--- config.mk ---
export PLATFORM = sky130hd
export DESIGN_NAME = rr_grant_ctrl
export DESIGN_NICKNAME = d
export VERILOG_FILES = /design/src/rtl/rr_grant_pkg.sv /design/src/rtl/rr_grant_ctrl_pick.sv /design/src/rtl/rr_grant_ctrl.sv
export SDC_FILE = /design/constraint.sdc
export NUM_CORES = 1
export LEC_CHECK = 0
export CORE_ASPECT_RATIO = 1.25
export CORE_MARGIN = 1
export CORE_UTILIZATION = 45
export DETAILED_ROUTE_END_ITERATION = 10
export MAX_ROUTING_LAYER = met4
export PLACE_DENSITY = 0.71
export SYNTH_ARGS = -nofsm -noshare
export SYNTH_HDL_FRONTEND = slang
export SYNTH_SLANG_ARGS = --single-unit
--- constraint.sdc ---
create_clock -name clk -period 1.6 [get_ports clk]
set_clock_uncertainty 0.05 [all_clocks]
set_input_delay 0.32 -clock clk [delete_from_list [all_inputs] [get_ports clk]]
set_output_delay 0.32 -clock clk [all_outputs]
set_load 0.02 [all_outputs]
--- src/rtl/rr_grant_pkg.sv ---
// Shared definitions for the round-robin grant controller: FSM encoding,
// requester limit and the grant-index width helper.
package rr_grant_pkg;

   typedef enum logic [1:0] {
      IDLE    = 2'd0,
      GRANT   = 2'd1,
      RELEASE = 2'd2
   } rr_state_e;

   localparam int RR_MAX_REQ = 16;

   // A single requester still gets a 1-bit index so ports never collapse to zero width.
   function automatic int rr_id_w(input int n);
      return (n > 1) ? $clog2(n) : 1;
   endfunction

endpackage

--- src/rtl/rr_grant_ctrl_pick.sv ---
// Combinational rotating-priority picker: first set request at or above ptr,
// wrapping back to index 0.
module rr_pick
   import rr_grant_pkg::*;
#(
   parameter int NUM_REQ = 4,
   parameter int IDW     = rr_id_w(NUM_REQ)
) (
   input  logic [NUM_REQ-1:0] req,
   input  logic [IDW-1:0]     ptr,
   output logic               pick_valid,
   output logic [IDW-1:0]     pick_id
);

   logic           hi_v;
   logic [IDW-1:0] hi_id;
   logic           lo_v;
   logic [IDW-1:0] lo_id;

   // Scan downward so the lowest qualifying index is written last and wins.
   always_comb begin
      hi_v  = 1'b0;
      hi_id = '0;
      lo_v  = 1'b0;
      lo_id = '0;
      for (int i = NUM_REQ - 1; i >= 0; i--) begin
         if (req[i]) begin
            lo_v  = 1'b1;
            lo_id = IDW'(i);
            if (IDW'(i) >= ptr) begin
               hi_v  = 1'b1;
               hi_id = IDW'(i);
            end
         end
      end
   end

   assign pick_valid = lo_v;
   assign pick_id    = hi_v ? hi_id : lo_id;

endmodule

--- src/rtl/rr_grant_ctrl.sv ---
// Round-robin grant controller: one registered one-hot grant at a time, held
// until done, withdraw or hold timeout, with a rotating priority pointer.
module rr_grant_ctrl
   import rr_grant_pkg::*;
#(
   parameter int NUM_REQ  = 4,
   parameter int MAX_HOLD = 16
) (
   input  logic                           clk,
   input  logic                           reset_n,
   input  logic [NUM_REQ-1:0]             req,
   input  logic                           done,
   output logic [NUM_REQ-1:0]             gnt,
   output logic                           gnt_valid,
   output logic [rr_id_w(NUM_REQ)-1:0]    gnt_id,
   output logic                           busy,
   output logic                           timeout,
   output logic [1:0]                     state_dbg,
   output logic [rr_id_w(NUM_REQ)-1:0]    ptr_dbg
);

   localparam int             IDW       = rr_id_w(NUM_REQ);
   localparam logic [IDW-1:0] LAST_ID   = IDW'(NUM_REQ - 1);
   localparam logic [7:0]     HOLD_LAST = 8'(MAX_HOLD - 1);

   // Handshake: req is a level held by the agent; gnt is the registered answer.
   // A request is served from the cycle gnt rises until done, the agent drops
   // its req bit, or the hold limit is reached; then gnt falls for >= 2 cycles.

   rr_state_e          state_q, state_d;
   logic [IDW-1:0]     ptr_q, ptr_d;
   logic [7:0]         cnt_q, cnt_d;
   logic [NUM_REQ-1:0] gnt_q, gnt_d;
   logic               gnt_valid_q, gnt_valid_d;
   logic [IDW-1:0]     gnt_id_q, gnt_id_d;
   logic               busy_q, busy_d;
   logic               timeout_q, timeout_d;

   logic               pick_valid;
   logic [IDW-1:0]     pick_id;
   logic               withdraw;
   logic               hold_hit;

   rr_pick #(
      .NUM_REQ (NUM_REQ),
      .IDW     (IDW)
   ) u_pick (
      .req        (req),
      .ptr        (ptr_q),
      .pick_valid (pick_valid),
      .pick_id    (pick_id)
   );

   assign withdraw = ((req & gnt_q) == '0);
   assign hold_hit = (cnt_q == HOLD_LAST);

   always_ff @(posedge clk) begin
      if (!reset_n) begin
         state_q     <= IDLE;
         ptr_q       <= '0;
         cnt_q       <= '0;
         gnt_q       <= '0;
         gnt_valid_q <= 1'b0;
         gnt_id_q    <= '0;
         busy_q      <= 1'b0;
         timeout_q   <= 1'b0;
      end else begin
         state_q     <= state_d;
         ptr_q       <= ptr_d;
         cnt_q       <= cnt_d;
         gnt_q       <= gnt_d;
         gnt_valid_q <= gnt_valid_d;
         gnt_id_q    <= gnt_id_d;
         busy_q      <= busy_d;
         timeout_q   <= timeout_d;
      end
   end

   always_comb begin
      state_d     = state_q;
      ptr_d       = ptr_q;
      cnt_d       = cnt_q;
      gnt_d       = gnt_q;
      gnt_valid_d = gnt_valid_q;
      gnt_id_d    = gnt_id_q;
      timeout_d   = 1'b0;
      case (state_q)
         IDLE: begin
            if (pick_valid) begin
               state_d     = GRANT;
               gnt_d       = NUM_REQ'(1) << pick_id;
               gnt_valid_d = 1'b1;
               gnt_id_d    = pick_id;
               cnt_d       = '0;
            end
         end
         GRANT: begin
            cnt_d = cnt_q + 8'd1;
            if (done || withdraw || hold_hit) begin
               state_d     = RELEASE;
               gnt_d       = '0;
               gnt_valid_d = 1'b0;
               // Timeout only reports a revocation nothing else explains.
               timeout_d   = !done && !withdraw;
            end
         end
         RELEASE: begin
            state_d = IDLE;
            ptr_d   = (gnt_id_q == LAST_ID) ? '0 : gnt_id_q + 1'b1;
         end
         default: begin
            state_d     = IDLE;
            gnt_d       = '0;
            gnt_valid_d = 1'b0;
         end
      endcase
      busy_d = (state_d != IDLE);
   end

   assign gnt       = gnt_q;
   assign gnt_valid = gnt_valid_q;
   assign gnt_id    = gnt_id_q;
   assign busy      = busy_q;
   assign timeout   = timeout_q;
   assign state_dbg = state_q;
   assign ptr_dbg   = ptr_q;

endmodule

==> qor.yml, run 1 <==
vias: 996
power.group.top: "registers"
status: "completed"
grt_use_met3: 0.0292
synth_warnings: 0
hold_viol: 0
ys.flop_type: "dfxtp_1"
ir_worst_vdd_v: 0.000874
cts_buffers: 3
hpwl_mm: 1.85
ant_nets: 0
cts_resized: 18
gr-usage-met1: 0.227
min_to: "gnt[3]$_SDFFE_PN0P_"
synth_area_per_cell_um2: 9.05
top_area_cell: "dfxtp_1"
synth_cells: 116
rsz0062_at_grt: "false"
crit_family: "flip-flops"
cp_max_fo: 9
ff2ff_setup_slack_ns: 0.07
cts_setup_buffers: 0
holdPathStages: 2
port_buffers: 19
place_area_um2: 1390
run 1: cell families (layout without fill, tap and decap cells):
family	after synthesis	count (layout)	synth area share
AND/OR/NAND/NOR	49	49	0.282
XOR/XNOR	1	1	0.00834
multiplexers	3	3	0.0286
buffers and inverters	8	44	0.0310
adder cells (fa/ha/maj)	2	2	0.0238
flip-flops	21	21	0.400
AND-OR/OR-AND	32	32	0.225
run 1: area by class of cell:
class                           instances  area (um^2)
Fill cell                             213          803
Multi-Input combinational cell         87          612
Tap cell                               31         38.8
Clock buffer                            4         26.3
Timing Repair Buffer                   35          289
Sequential cell                        21          423
Inverter                                5         18.8
run 1: layer usage:
layer  up-vias  part of all wire
li1        503                 -
met3         4             0.021
met2        17              0.52
met5         -                 0
met4         0             0.019
met1       472              0.44
run 1: per-stage QoR:
step	hold WS [ns]	std cells	util
3_3_place_gp	0.421	179	0.627
3_5_place_dp	0.413	179	0.627
4_1_cts	0.433	183	0.629
6_report	0.438	183	0.637
5_1_grt	0.467	183	0.637
2_1_floorplan	0.453	116	-
run 1: layout by cell type (no fill, tap or decap), drive strengths merged, types with 4 or more instances in the layout:
cell type / Yosys / routed
a21oi: 5 / 5
and3: 5 / 5
buf: 0 / 16
clkbuf: 3 / 4
dfxtp: 21 / 21
dlygate4sd2: 0 / 17
inv: 5 / 5
nand2: 6 / 6
nor2: 8 / 8
nor2b: 9 / 9
run 1: synthesized netlist by cell type, drive strengths merged (5+ instances only):
| library cell | n |
|---|---|
| dfxtp | 21 |
| nor2 | 8 |
| inv | 5 |
| a21oi | 5 |
| nand2 | 6 |
| nor2b | 9 |
| and3 | 5 |
run 1: flip-flops by register name (all words and copies together), names as in the netlist:
register and count:
state_dbg 2, gnt 4, cnt_q 8, gnt_id 2, ptr_dbg 2, timeout 1, gnt_valid 1, busy 1
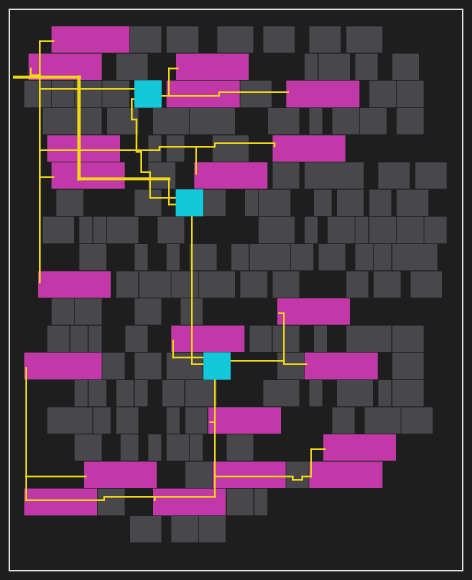
**Above:** run 1 (routed clock nets over the placement).
Scale: 10 px per um.
yellow -> clock wires  # length 234 um
magenta -> flip-flops  # count 21
cyan -> clock drivers  # count 3
routed clock nets = 4

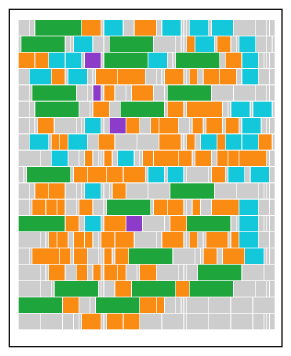
**Above:** run 1 (placed cells, one color a class).
Scale: 6 px per um. Fill, decap, tap and diode cells in gray.
green -> flops  # cells 21
purple -> clock drivers and dummy loads  # cells 4
orange -> combinational and other logic  # cells 92
cyan -> other buffers and delay cells  # cells 35
fraction of area in registers: 0.300
final instance area: 1410 um^2

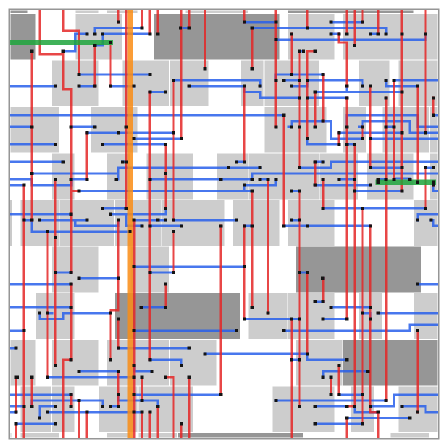
**Above:** run 1 (close-up of the layout).
Window x 10 to 35, y 16 to 41 um. Cells in gray, sequential cells in the stronger gray; small squares are vias.
orange -> metal 4
blue -> metal 1
red -> metal 2
green -> metal 3
sequential cells in the window = 4
netlist names of flops here include = `gnt_id` (2)
most frequent = buf_4 (7), nand2_1 (4), dfxtp_1 (4)
cells with their middle in the window = 51

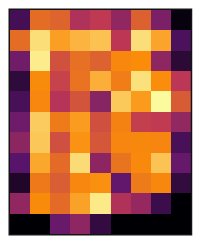
**Above:** run 1 (cell density map).
Scale: 4 px per um. 9 x 11 tiles, from black (low) to pale yellow (high), 0 to 100% covered.
tiles over 75% full = 23%
fullest tile = 99%
mean over tiles = 54%
final design utilization: 0.637
Initial Utilization: 0.475
core region area: 2210 um^2

==> inputs of run 2 (changes only) <==
- CELL_PAD_IN_SITES_DETAIL_PLACEMENT: not set -> 0
- CELL_PAD_IN_SITES_GLOBAL_PLACEMENT: not set -> 1
- CORE_UTILIZATION: 45 -> 34
- GPL_TIMING_DRIVEN: not set -> 0
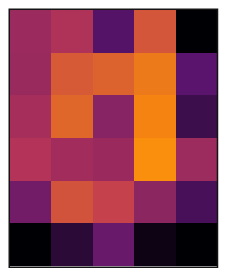
**Above:** run 2 (cell density map).
Scale: 4 px per um. 5 x 6 tiles, from black (low) to pale yellow (high), 0 to 100% covered.
emptiest ninth of the die = south-east
tiles over 75% full = 3.3%
mean over tiles = 39%
fullest tile = 76%

==> run 2 against run 1 <==
Sequential share of layout area rose by 2.3 points. Combinational power fell by 9.0%. Worst setup slack lost 0.033 ns. Global-route usage fell by 4.6 points. Final area decreased by 6.1%. Final cell count decreased by 4.4%. Critical path depth is 2 higher. Wire length down 1.0%. Via count is 4.1% lower. Area after synthesis stayed put. Hold slack worse by 0.16 ns.
==> qor.yml, run 2 <==
grt_use_met3: 0.0214  # -0.00779
hold-worst-slack_ns: 0.283  # -0.155 ns
adder_share: 0.0238  # unchanged
cts_buffers: 3  # unchanged
top_area_cell: "dfxtp_1"
layout_top_cell: "dfxtp_1"
synth_area_per_cell_um2: 9.05  # unchanged
postLayoutCellArea_um2: 1320  # -6.1%
mux_share: 0.0286  # unchanged
fillers: 321  # +51%
top_cell: "dfxtp_1"
common_cells: "21 x dfxtp_1, 9 x nor2b_1, 8 x nor2_1"
ys_top_logic_family: "simple AND/OR/NAND/NOR gates"
min_to: "busy$_SDFF_PN0_"
flop_area_um2: 428  # +1.2%
final_cell_mix: "17 x dfxtp_1, 16 x dlygate4sd2_1, 8 x nor2_1, 8 x nor2b_1, 6 x nand2_1"
worst_hold_path_type: "in2reg"
largest_reg_flops: 8  # unchanged
ys_sh_xor: 0.00834  # unchanged
core_area_um2: 2950  # +33%
ys_sh_aoi: 0.225  # unchanged
rsz0062_at_grt: "true"
mi_logic_area_um2: 623  # +1.8%
synth_flops: 21
cts_resized: 22  # +4
final_core_utilization: 0.449  # -0.188
vias: 955  # -4.1%
port_buffers: 18  # -1
fp_util: 0.356  # -0.118
ant_nets: 0  # unchanged
ir_worst_vdd_v: 0.000592  # -32%
cp_max_fo: 8  # -1
crit_path_cell_trace: "or3_4 -> or4b_4 -> a21boi_2"
largest-register: "cnt_q"
placed_cells: 170  # -5.0%
holdPathStages: 3  # +1
hpwl_mm: 1.73  # -6.2%
synth_warnings: 0  # unchanged
ys.flop_type: "dfxtp_1"
status: "completed"
gr-usage-met1: 0.209  # -0.0178
-- run 2: cell counts after synthesis --
No cell type changed its count.
-- run 2: per-layer routing --
metal | part of all wire | wire, um
met1 | 0.48 | 1140
met3 | 0.037 | 88
met4 | 0.0071 | 17
met2 | 0.47 | 1130
met5 | 0 | 0
-- run 2: logic make-up after synthesis --
kind of cell / after synthesis
compound gates: 32
xor+xnor: 1
fa+ha+maj: 2
buf+inv: 8
flops: 21
mux: 3
simple gates: 49
-- run 2: report_power, final --
part           internal [uW]  total [uW]  switching, uW
clock                   93.3         265            171
combinational            129         293            163
sequential               562         601           38.8
total                    785        1160            373
-- run 2: worst reg2reg max path, delay by kind of cell, from the launching register on --
kind	cells	cell delay (ns)
flops	1	0.39
simple gates	2	0.93
compound gates	1	0.13
-- run 2: how the worst max path moves through the flow --
stage | slack [ns] | cells after the start | to | start
global route | -0.01 | 3 | gnt_id[0]$_SDFFE_PN0P_ | state_dbg[1]$_SDFF_PN0_
CTS | 0.02 | 4 | gnt_id[0]$_SDFFE_PN0P_ | state_dbg[1]$_SDFF_PN0_
global placement | -0.68 | 5 | gnt_valid$_SDFFE_PN0P_ | req[3]
detailed placement | -0.66 | 5 | gnt_valid$_SDFFE_PN0P_ | req[3]
floorplan | 0.02 | 4 | gnt_id[0]$_SDFFE_PN0P_ | state_dbg[1]$_SDFF_PN0_
finish | 0.03 | 3 | gnt_id[0]$_SDFFE_PN0P_ | state_dbg[1]$_SDFF_PN0_
-- run 2: area by class of cell --
class / instances / share of cell area
multi-input combinational: 87 / 0.472
sequential: 21 / 0.324
timing repair buffer: 20 / 0.129
tap: 36 / 0.0341
clock buffer: 3 / 0.0170
inverter: 5 / 0.0142
buffer: 2 / 0.00663
clock inverter: 1 / 0.00379
Power is estimated from default activity; no workload was simulated.
